Fig. 1: run 1, clock distribution
(8 px per um)
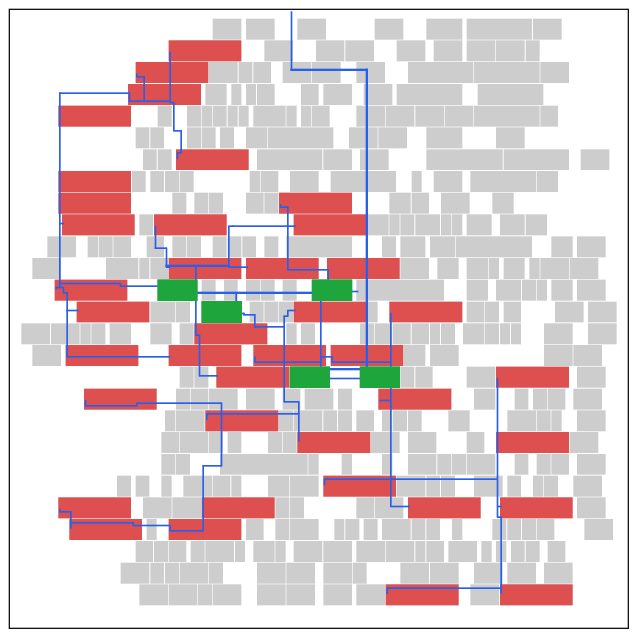
Fig. 2: run 1, cell density map
(4 px per um) The die is cut into 8 by 8 equal tiles; white is low, dark blue is high, 0 to 100% covered.
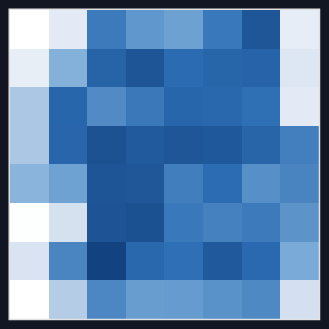
Fig. 3: run 1, supply network
(6 px per um) Pins as bars on the die edge.
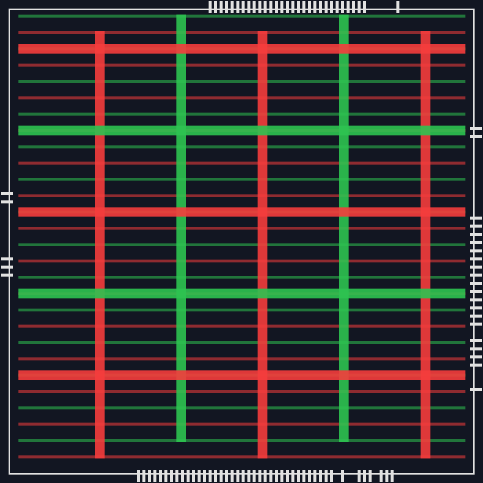
## src/rtl/wb_pkg.sv

```systemverilog
// Shared constants and writeback port indices for the register-file scoreboard.
// The optional forwarding build is selected with WB_FORWARD_EN (see wb_scoreboard_ctrl).
package wb_pkg;
   localparam int NREGS = 16;
   localparam int AW    = 4;
   localparam int DW    = 16;

   typedef enum logic {
      WB_ALU = 1'b0,
      WB_MEM = 1'b1
   } wbPort_e;
endpackage

```

## src/rtl/wb_rr_arb2.sv

```systemverilog
// Two-way round-robin arbiter. prioQ names the port that wins the next tie;
// it moves to the other port whenever a grant is issued.
module wb_rr_arb2
   import wb_pkg::*;
(
   input  logic       clk,
   input  logic       rst,
   input  logic [1:0] req,
   output logic [1:0] gnt
);

   wbPort_e prioQ;

   always_comb begin
      gnt = 2'b00;
      if (req[0] && req[1])
         gnt = (prioQ == WB_ALU) ? 2'b01 : 2'b10;
      else
         gnt = req;
   end

   always_ff @(posedge clk or negedge rst) begin
      if (!rst)
         prioQ <= WB_ALU;
      else if (gnt[0])
         prioQ <= WB_MEM;
      else if (gnt[1])
         prioQ <= WB_ALU;
   end

endmodule

```

## src/rtl/wb_scoreboard_ctrl.sv

```systemverilog
// Register hazard scoreboard plus single-port writeback stage fed by a 2-way arbiter.
// Define WB_FORWARD_EN to mask the in-flight write from the stall check and expose fwd1/fwd2.
module wb_scoreboard_ctrl
   import wb_pkg::*;
(
   input  logic             clk,
   input  logic             rst,
   input  logic             iss_valid,
   input  logic [AW-1:0]    iss_src1,
   input  logic [AW-1:0]    iss_src2,
   input  logic             iss_has_dest,
   input  logic [AW-1:0]    iss_dest,
   output logic             iss_stall,
   input  logic             wb0_valid,
   input  logic [AW-1:0]    wb0_addr,
   input  logic [DW-1:0]    wb0_data,
   output logic             wb0_ready,
   input  logic             wb1_valid,
   input  logic [AW-1:0]    wb1_addr,
   input  logic [DW-1:0]    wb1_data,
   output logic             wb1_ready,
   output logic             wr_en,
   output logic [AW-1:0]    wr_addr,
   output logic [DW-1:0]    wr_data,
   output logic [NREGS-1:0] busy_vec,
`ifdef WB_FORWARD_EN
   output logic             fwd1,
   output logic             fwd2,
`endif
   output logic             err_spurious
);

   logic [NREGS-1:0] busyQ, busyChk, setVec, clrVec;
   logic [1:0]       gnt;
   logic             wrEnQ, errQ;
   logic [AW-1:0]    wrAddrQ;
   logic [DW-1:0]    wrDataQ;
   logic             issFire, xferAny;
   logic [AW-1:0]    xferAddr;
   logic [DW-1:0]    xferData;

   wb_rr_arb2 uArb (
      .clk (clk),
      .rst (rst),
      .req ({wb1_valid, wb0_valid}),
      .gnt (gnt)
   );

   assign wb0_ready = gnt[WB_ALU];
   assign wb1_ready = gnt[WB_MEM];
   assign xferAny   = |gnt;
   assign xferAddr  = gnt[WB_MEM] ? wb1_addr : wb0_addr;
   assign xferData  = gnt[WB_MEM] ? wb1_data : wb0_data;

   // The register being written this cycle is readable via the bypass, so it
   // no longer blocks decode when forwarding is built in.
   always_comb begin
      busyChk = busyQ;
`ifdef WB_FORWARD_EN
      if (wrEnQ)
         busyChk[wrAddrQ] = 1'b0;
`endif
   end

   assign iss_stall = iss_valid & (busyChk[iss_src1] | busyChk[iss_src2] |
                                   (iss_has_dest & busyChk[iss_dest]));
   assign issFire   = iss_valid & ~iss_stall;

   always_comb begin
      setVec = '0;
      clrVec = '0;
      if (issFire && iss_has_dest)
         setVec[iss_dest] = 1'b1;
      if (wrEnQ)
         clrVec[wrAddrQ] = 1'b1;
   end

   // Set after clear: a newly issued producer keeps ownership of the register.
   always_ff @(posedge clk or negedge rst) begin
      if (!rst)
         busyQ <= '0;
      else
         busyQ <= (busyQ & ~clrVec) | setVec;
   end

   always_ff @(posedge clk or negedge rst) begin
      if (!rst) begin
         wrEnQ   <= 1'b0;
         wrAddrQ <= '0;
         wrDataQ <= '0;
      end else begin
         wrEnQ <= xferAny;
         if (xferAny) begin
            wrAddrQ <= xferAddr;
            wrDataQ <= xferData;
         end
      end
   end

   always_ff @(posedge clk or negedge rst) begin
      if (!rst)
         errQ <= 1'b0;
      else if (xferAny && !busyQ[xferAddr])
         errQ <= 1'b1;
   end

   assign wr_en        = wrEnQ;
   assign wr_addr      = wrAddrQ;
   assign wr_data      = wrDataQ;
   assign busy_vec     = busyQ;
   assign err_spurious = errQ;

`ifdef WB_FORWARD_EN
   assign fwd1 = wrEnQ & (iss_src1 == wrAddrQ);
   assign fwd2 = wrEnQ & (iss_src2 == wrAddrQ);
`endif

endmodule

```

## config.mk

```make
export PLATFORM = sky130hd
export DESIGN_NAME = wb_scoreboard_ctrl
export DESIGN_NICKNAME = d
export VERILOG_FILES = /design/src/rtl/wb_pkg.sv /design/src/rtl/wb_rr_arb2.sv /design/src/rtl/wb_scoreboard_ctrl.sv
export SDC_FILE = /design/constraint.sdc
export NUM_CORES = 1
export LEC_CHECK = 0
export CORE_UTILIZATION = 43
export DETAILED_ROUTE_END_ITERATION = 7
export PLACE_DENSITY = 0.8
export SKIP_CTS_REPAIR_TIMING = 1
export SKIP_LAST_GASP = 1
export SLEW_MARGIN = 10
export SYNTH_ARGS = -nofsm -noshare
export SYNTH_HDL_FRONTEND = slang
export SYNTH_SLANG_ARGS = --single-unit
```

## constraint.sdc

```tcl
create_clock -name clk -period 3.3 [get_ports clk]
set_input_delay 0.33 -clock clk [delete_from_list [all_inputs] [get_ports clk]]
set_output_delay 0.33 -clock clk [all_outputs]
set_load 0.01 [all_outputs]
```

==> metrics.yaml, run 1 <==
placed_cells: 425
post_dp_cell_area_mm2: 0.00349
cp.arrival_ns: 2.71
max_stage_delay_ns: 0.53
async_reset_ff_share_pct: 100
cp.required_ns: 2.97
antenna_left: 0
grt_overflow: 0
max_cap_violations: 0
wl_per_cell_um: 17.6
route.top_layer_used: "met4"
fin_cells: 433
ys_types: 36
flops: 39
finalHoldViolations: 0
io_buffers: 98
routed_wl_mm: 7.63
status: "finished clean"
synth_top_area_share_pct: 40.1
top_cells_by_count: "o21ai_0, dfrtp_1, a21oi_1, nand2_1, nand2b_1"
ys.flops: 39
endpoint_kind: "primary output"
ys_seq_share_pct: 40.1
hold_path.class: "in2async"
rows: 27
yosys-stat-area_mm2: 0.00243
Notes on Fig. 1 above:
[clock wires] blue | length: 483 um
[flip-flops] red | count: 39
[clock drivers] green | count: 5
routed clock nets: 6
Latency at later pin: 0.28 ns
clk_skew: 0.0101 ns

Notes on Fig. 2 above:
nearly empty tiles: 4.7%
fullest tile: 93%
densest ninth of the die: middle
tiles over 75% full: 38%
Final Util: 66.3%
fp_density: 44.4%
total core area: 0.00547 mm^2

Notes on Fig. 3 above:
[VDD] green
[VSS] red
signal pins: 99
met5 straps: 5
Die Height: 77.2 um
Peak VDD IR: 0.000408 V
Die X: 77.2 um

run 1: worst paths after layout:
check / start / end / slack (ns) / cells past startpoint
max: busy_vec[12] / iss_stall / 0.26 / 6
min: rst / busy_vec[14] / 0.17 / 1
max reg2reg: busy_vec[12] / busy_vec[15] / 0.78 / 5
min reg2reg: wr_addr[0] / wr_addr[0] / 0.61 / 1
max in group asynchronous: rst / busy_vec[11] / 2.57 / 1
min in group clk: wr_addr[0] / wr_addr[0] / 0.61 / 1
run 1: power by group:
| part | internal [mW] | leakage, nW | switching, mW |
|---|---|---|---|
| clock | 0.302 | 0.0654 | 0.167 |
| sequential | 0.599 | 0.473 | 0.202 |
| combinational | 0.533 | 0.906 | 0.356 |
| total | 1.43 | 1.44 | 0.726 |
Fig. 4: run 1, routing congestion
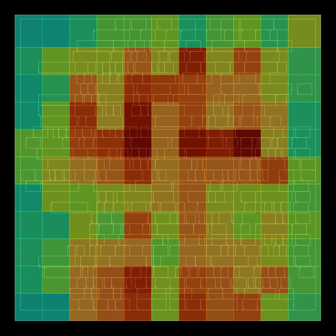

==> run 2: changes to the inputs <==
Settings changed: CORE_MARGIN set to 10, CORE_UTILIZATION 43 to 39, PLACE_DENSITY 0.8 to 0.77.
Clock period 3.3 ns to 2.7 ns, I/O delays scaled along.
Fig. 5: run 2, routing congestion
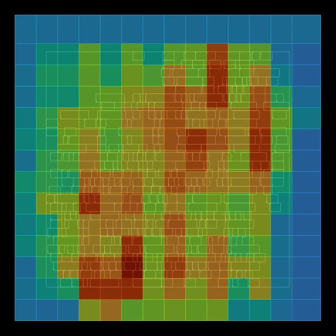
Most Crowded Layer GR: met2
grt met1 use: 20.4%
Final Util: 62.7%
Wirelength per Cell: 19.5 um
met2 usage: 29.5%

Fig. 6: run 2, cell density map
(3 px per um) The die is cut into 10 by 10 equal tiles; white is low, dark blue is high, 0 to 100% covered.
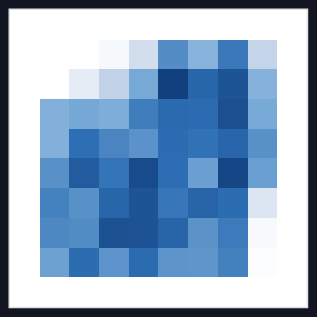
emptiest ninth of the die: top left
densest ninth of the die: middle
fullest tile: 93%
fp_density: 40.6%
total core area: 0.00599 mm^2

Fig. 7: run 2, met4 routing
(4 px per um)
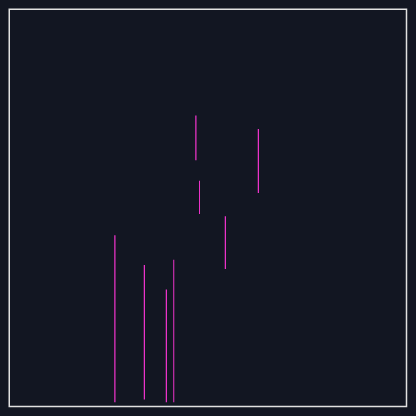
share of all routed wire: 2.1%
nets with wire on the layer: 7
longest straight run: 41.5 um
vias: 2606
final WL: 8.84 mm

==> metrics.yaml, run 2 <==
worstReg2RegEnd: "busy_vec[6]"
max_cap_violations: 0  # unchanged
fin_skew_ns: 0.00686  # -0.00324 ns
top_cells_by_count: "o21ai_0, dfrtp_1, a21oi_1, nand2_1, nand2b_1"
hold_path.class: "in2async"
numCtsBuffers: 5
yosys-stat-area_mm2: 0.00243  # unchanged
io_pins: 99
mostFrequentLayoutCell: "clkdlybuf4s50_1"
r2r_slack_ns: 0.25  # -0.53 ns
rows: 28  # +3.7%
async_reset_ff_share_pct: 100  # unchanged
die_y_um: 99.0  # +28%
clock.latency.late_pin_ns: 0.29  # about the same
antenna_left: 0  # unchanged
ys.flops: 39  # unchanged
route.top_layer_used: "met4"
cp_num_cells: 6  # unchanged
placed_cells: 446  # +4.9%
cp.required_ns: 2.43  # -0.54 ns
final_cell_mix: "clkdlybuf4s50_1, o21ai_0, dfrtp_1"
status: "finished clean"
cp-startpoint: "busy_vec[4]"
fmax_mhz: 388
htreeDepth: 2
ys_seq_share_pct: 40.1  # unchanged
r2r_cells: 7  # +2
crit_end: "iss_stall"
grt_overflow: 0  # unchanged
ys_types: 36  # unchanged
die_x_um: 99.0  # +28%
ir_drop_v: 0.000497  # +22%
endpoint_kind: "primary output"
post_dp_cell_area_mm2: 0.00363  # +4.0%
pre_cts_ws_ns: -0.445
cp_common_cell: "mux4_2"
syn_nets: 321
io_buffers: 98  # unchanged
fin_cells: 454  # +4.8%
crit_fanout: 5
r2r_start: "busy_vec[4]"
cp.arrival_ns: 2.31  # -0.40 ns
tool_warnings: 26
max_stage_delay_ns: 0.50  # -0.03 ns
synth_top_area_share_pct: 40.1  # unchanged
## run 2: area by class of cell
| class | instances | area (um^2) | share of cell area, % |
|---|---|---|---|
| multi-input cells | 203 | 1380 | 36.6 |
| inverters | 6 | 22.5 | 0.599 |
| flip-flops and latches | 39 | 976 | 26.0 |
| well taps | 75 | 93.8 | 2.50 |
| repair buffers | 123 | 1170 | 31.2 |
| clock buffers | 6 | 82.6 | 2.20 |
| clock inverters | 2 | 35.0 | 0.932 |
## run 2: where the power goes
group | total (mW) | internal (mW) | switching [mW] | leakage (nW)
Sequential | 0.883 | 0.733 | 0.150 | 0.473
Clock | 0.502 | 0.299 | 0.203 | 0.0612
Combinational | 1.36 | 0.782 | 0.576 | 1.01
Fig. 8: run 2, clock distribution
(6 px per um)
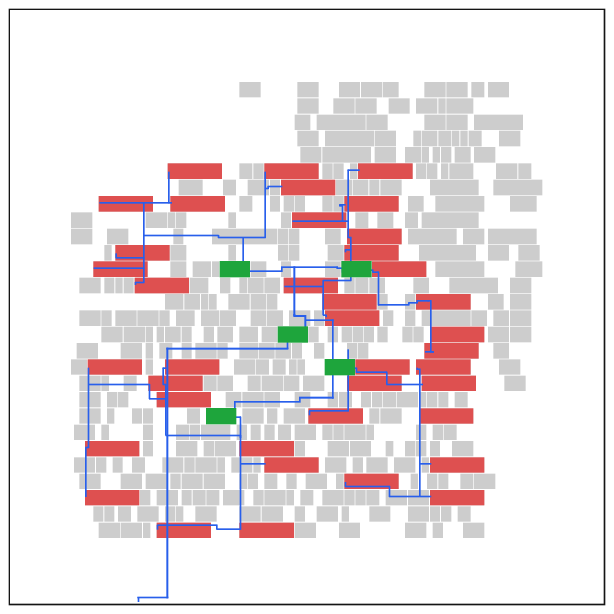

==> run 3: changes to the inputs <==
Settings changed: SKIP_CTS_REPAIR_TIMING 1 to unset.
Fig. 9: run 3, clock distribution
(6 px per um)
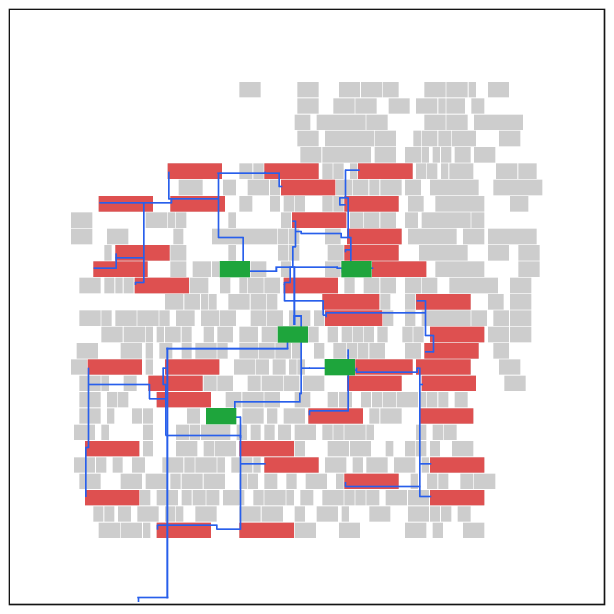
[flip-flops] red | count: 39
[clock wires] blue | length: 488 um
[clock drivers] green | count: 5
routed clock nets: 6
Clk pwr share: 17.8%
Power Clock: 0.504 mW

Fig. 10: run 3, met4 routing
(4 px per um)
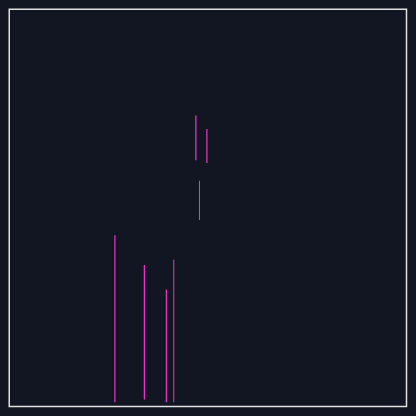
main direction: vertical
nets with wire on the layer: 7
longest straight run: 41.5 um
wire length on this layer: 167 um
share of all routed wire: 1.9%
vias: 2616
final WL: 8.98 mm

==> metrics.yaml, run 3 <==
route.top_layer_used: "met4"
top_cells_by_count: "o21ai_0, dfrtp_1, a21oi_1, nand2_1, nand2b_1"
status: "finished clean"
fin_cells: 460  # +1.3%
tool_warnings: 26  # unchanged
max_cap_violations: 0  # unchanged
flops: 39  # unchanged
mi_logic_area_mm2: 0.00138  # +0.18%
fin_skew_ns: 0.00647  # -0.000389 ns
synth_top_area_share_pct: 40.1  # unchanged
ys_types: 36  # unchanged
inverters: 6  # unchanged
io_pins: 99  # unchanged
placed_cells: 446  # unchanged
die_y_um: 99.0  # unchanged
post_dp_cell_area_mm2: 0.00363  # unchanged
rows: 28  # unchanged
max_stage_delay_ns: 0.69  # +0.19 ns
ir_drop_v: 0.000493  # -0.73%
syn_nets: 321  # unchanged
htreeDepth: 2  # unchanged
buf_share_pct: 31.8  # +0.58 points
met2_usage_pct: 29.5  # unchanged
numCtsBuffers: 5  # unchanged
mostFrequentLayoutCell: "clkdlybuf4s50_1"
comb_share_pct: 36.3  # -0.33 points
clk_share_pct: 3.10  # -0.034 points
signal_buffers: 129  # +4.9%
sh_seq_area_pct: 25.8  # -0.18 points
comb_cells: 203  # unchanged
nWellTaps: 75  # unchanged
fp_util_pct: 40.6  # unchanged
async_reset_ff_share_pct: 100  # unchanged
antenna_left: 0  # unchanged
seq_area_um2: 980  # +0.38%
fmax_mhz: 378  # -2.4%
clock.latency.late_pin_ns: 0.29  # about the same
hold_path.class: "in2async"
io_buffers: 98  # unchanged
cp.arrival_ns: 2.37  # +0.06 ns
cp.required_ns: 2.43  # about the same
ys.flops: 39  # unchanged
core_area_mm2: 0.00599  # unchanged
top_usage_layer: "met2"
Fig. 11: run 3, routing congestion
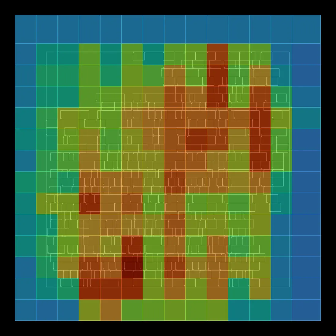
GRT Resource Usage Total: 17.2%
Final Util: 63.4%
grt met1 use: 20.3%
Wirelength per Cell: 19.5 um

[run 3: worst paths after layout]
| kind | end | cells past startpoint | slack (ns) | start |
|---|---|---|---|---|
| setup / recovery | iss_stall | 7 | 0.06 | iss_dest[0] |
| max in group asynchronous | busy_vec[4] | 1 | 2.01 | rst |
| setup reg to reg | busy_vec[11] | 8 | 0.22 | busy_vec[6] |
| min in group clk | wr_data[2] | 3 | 0.56 | wb0_data[2] |
| hold / removal | wr_data[9] | 1 | 0.09 | rst |
| hold reg to reg | wr_addr[0] | 1 | 0.62 | wr_addr[0] |
[run 3: power breakdown]
group          total [mW]  leakage (nW)  switching (mW)  internal (mW)
sequential          0.872         0.470           0.135          0.737
clock               0.504        0.0612           0.204          0.299
combinational        1.46          1.01           0.616          0.844
total                2.84          1.54           0.956           1.88
Power figures rest on the tool's default switching activity, not on a simulated workload.
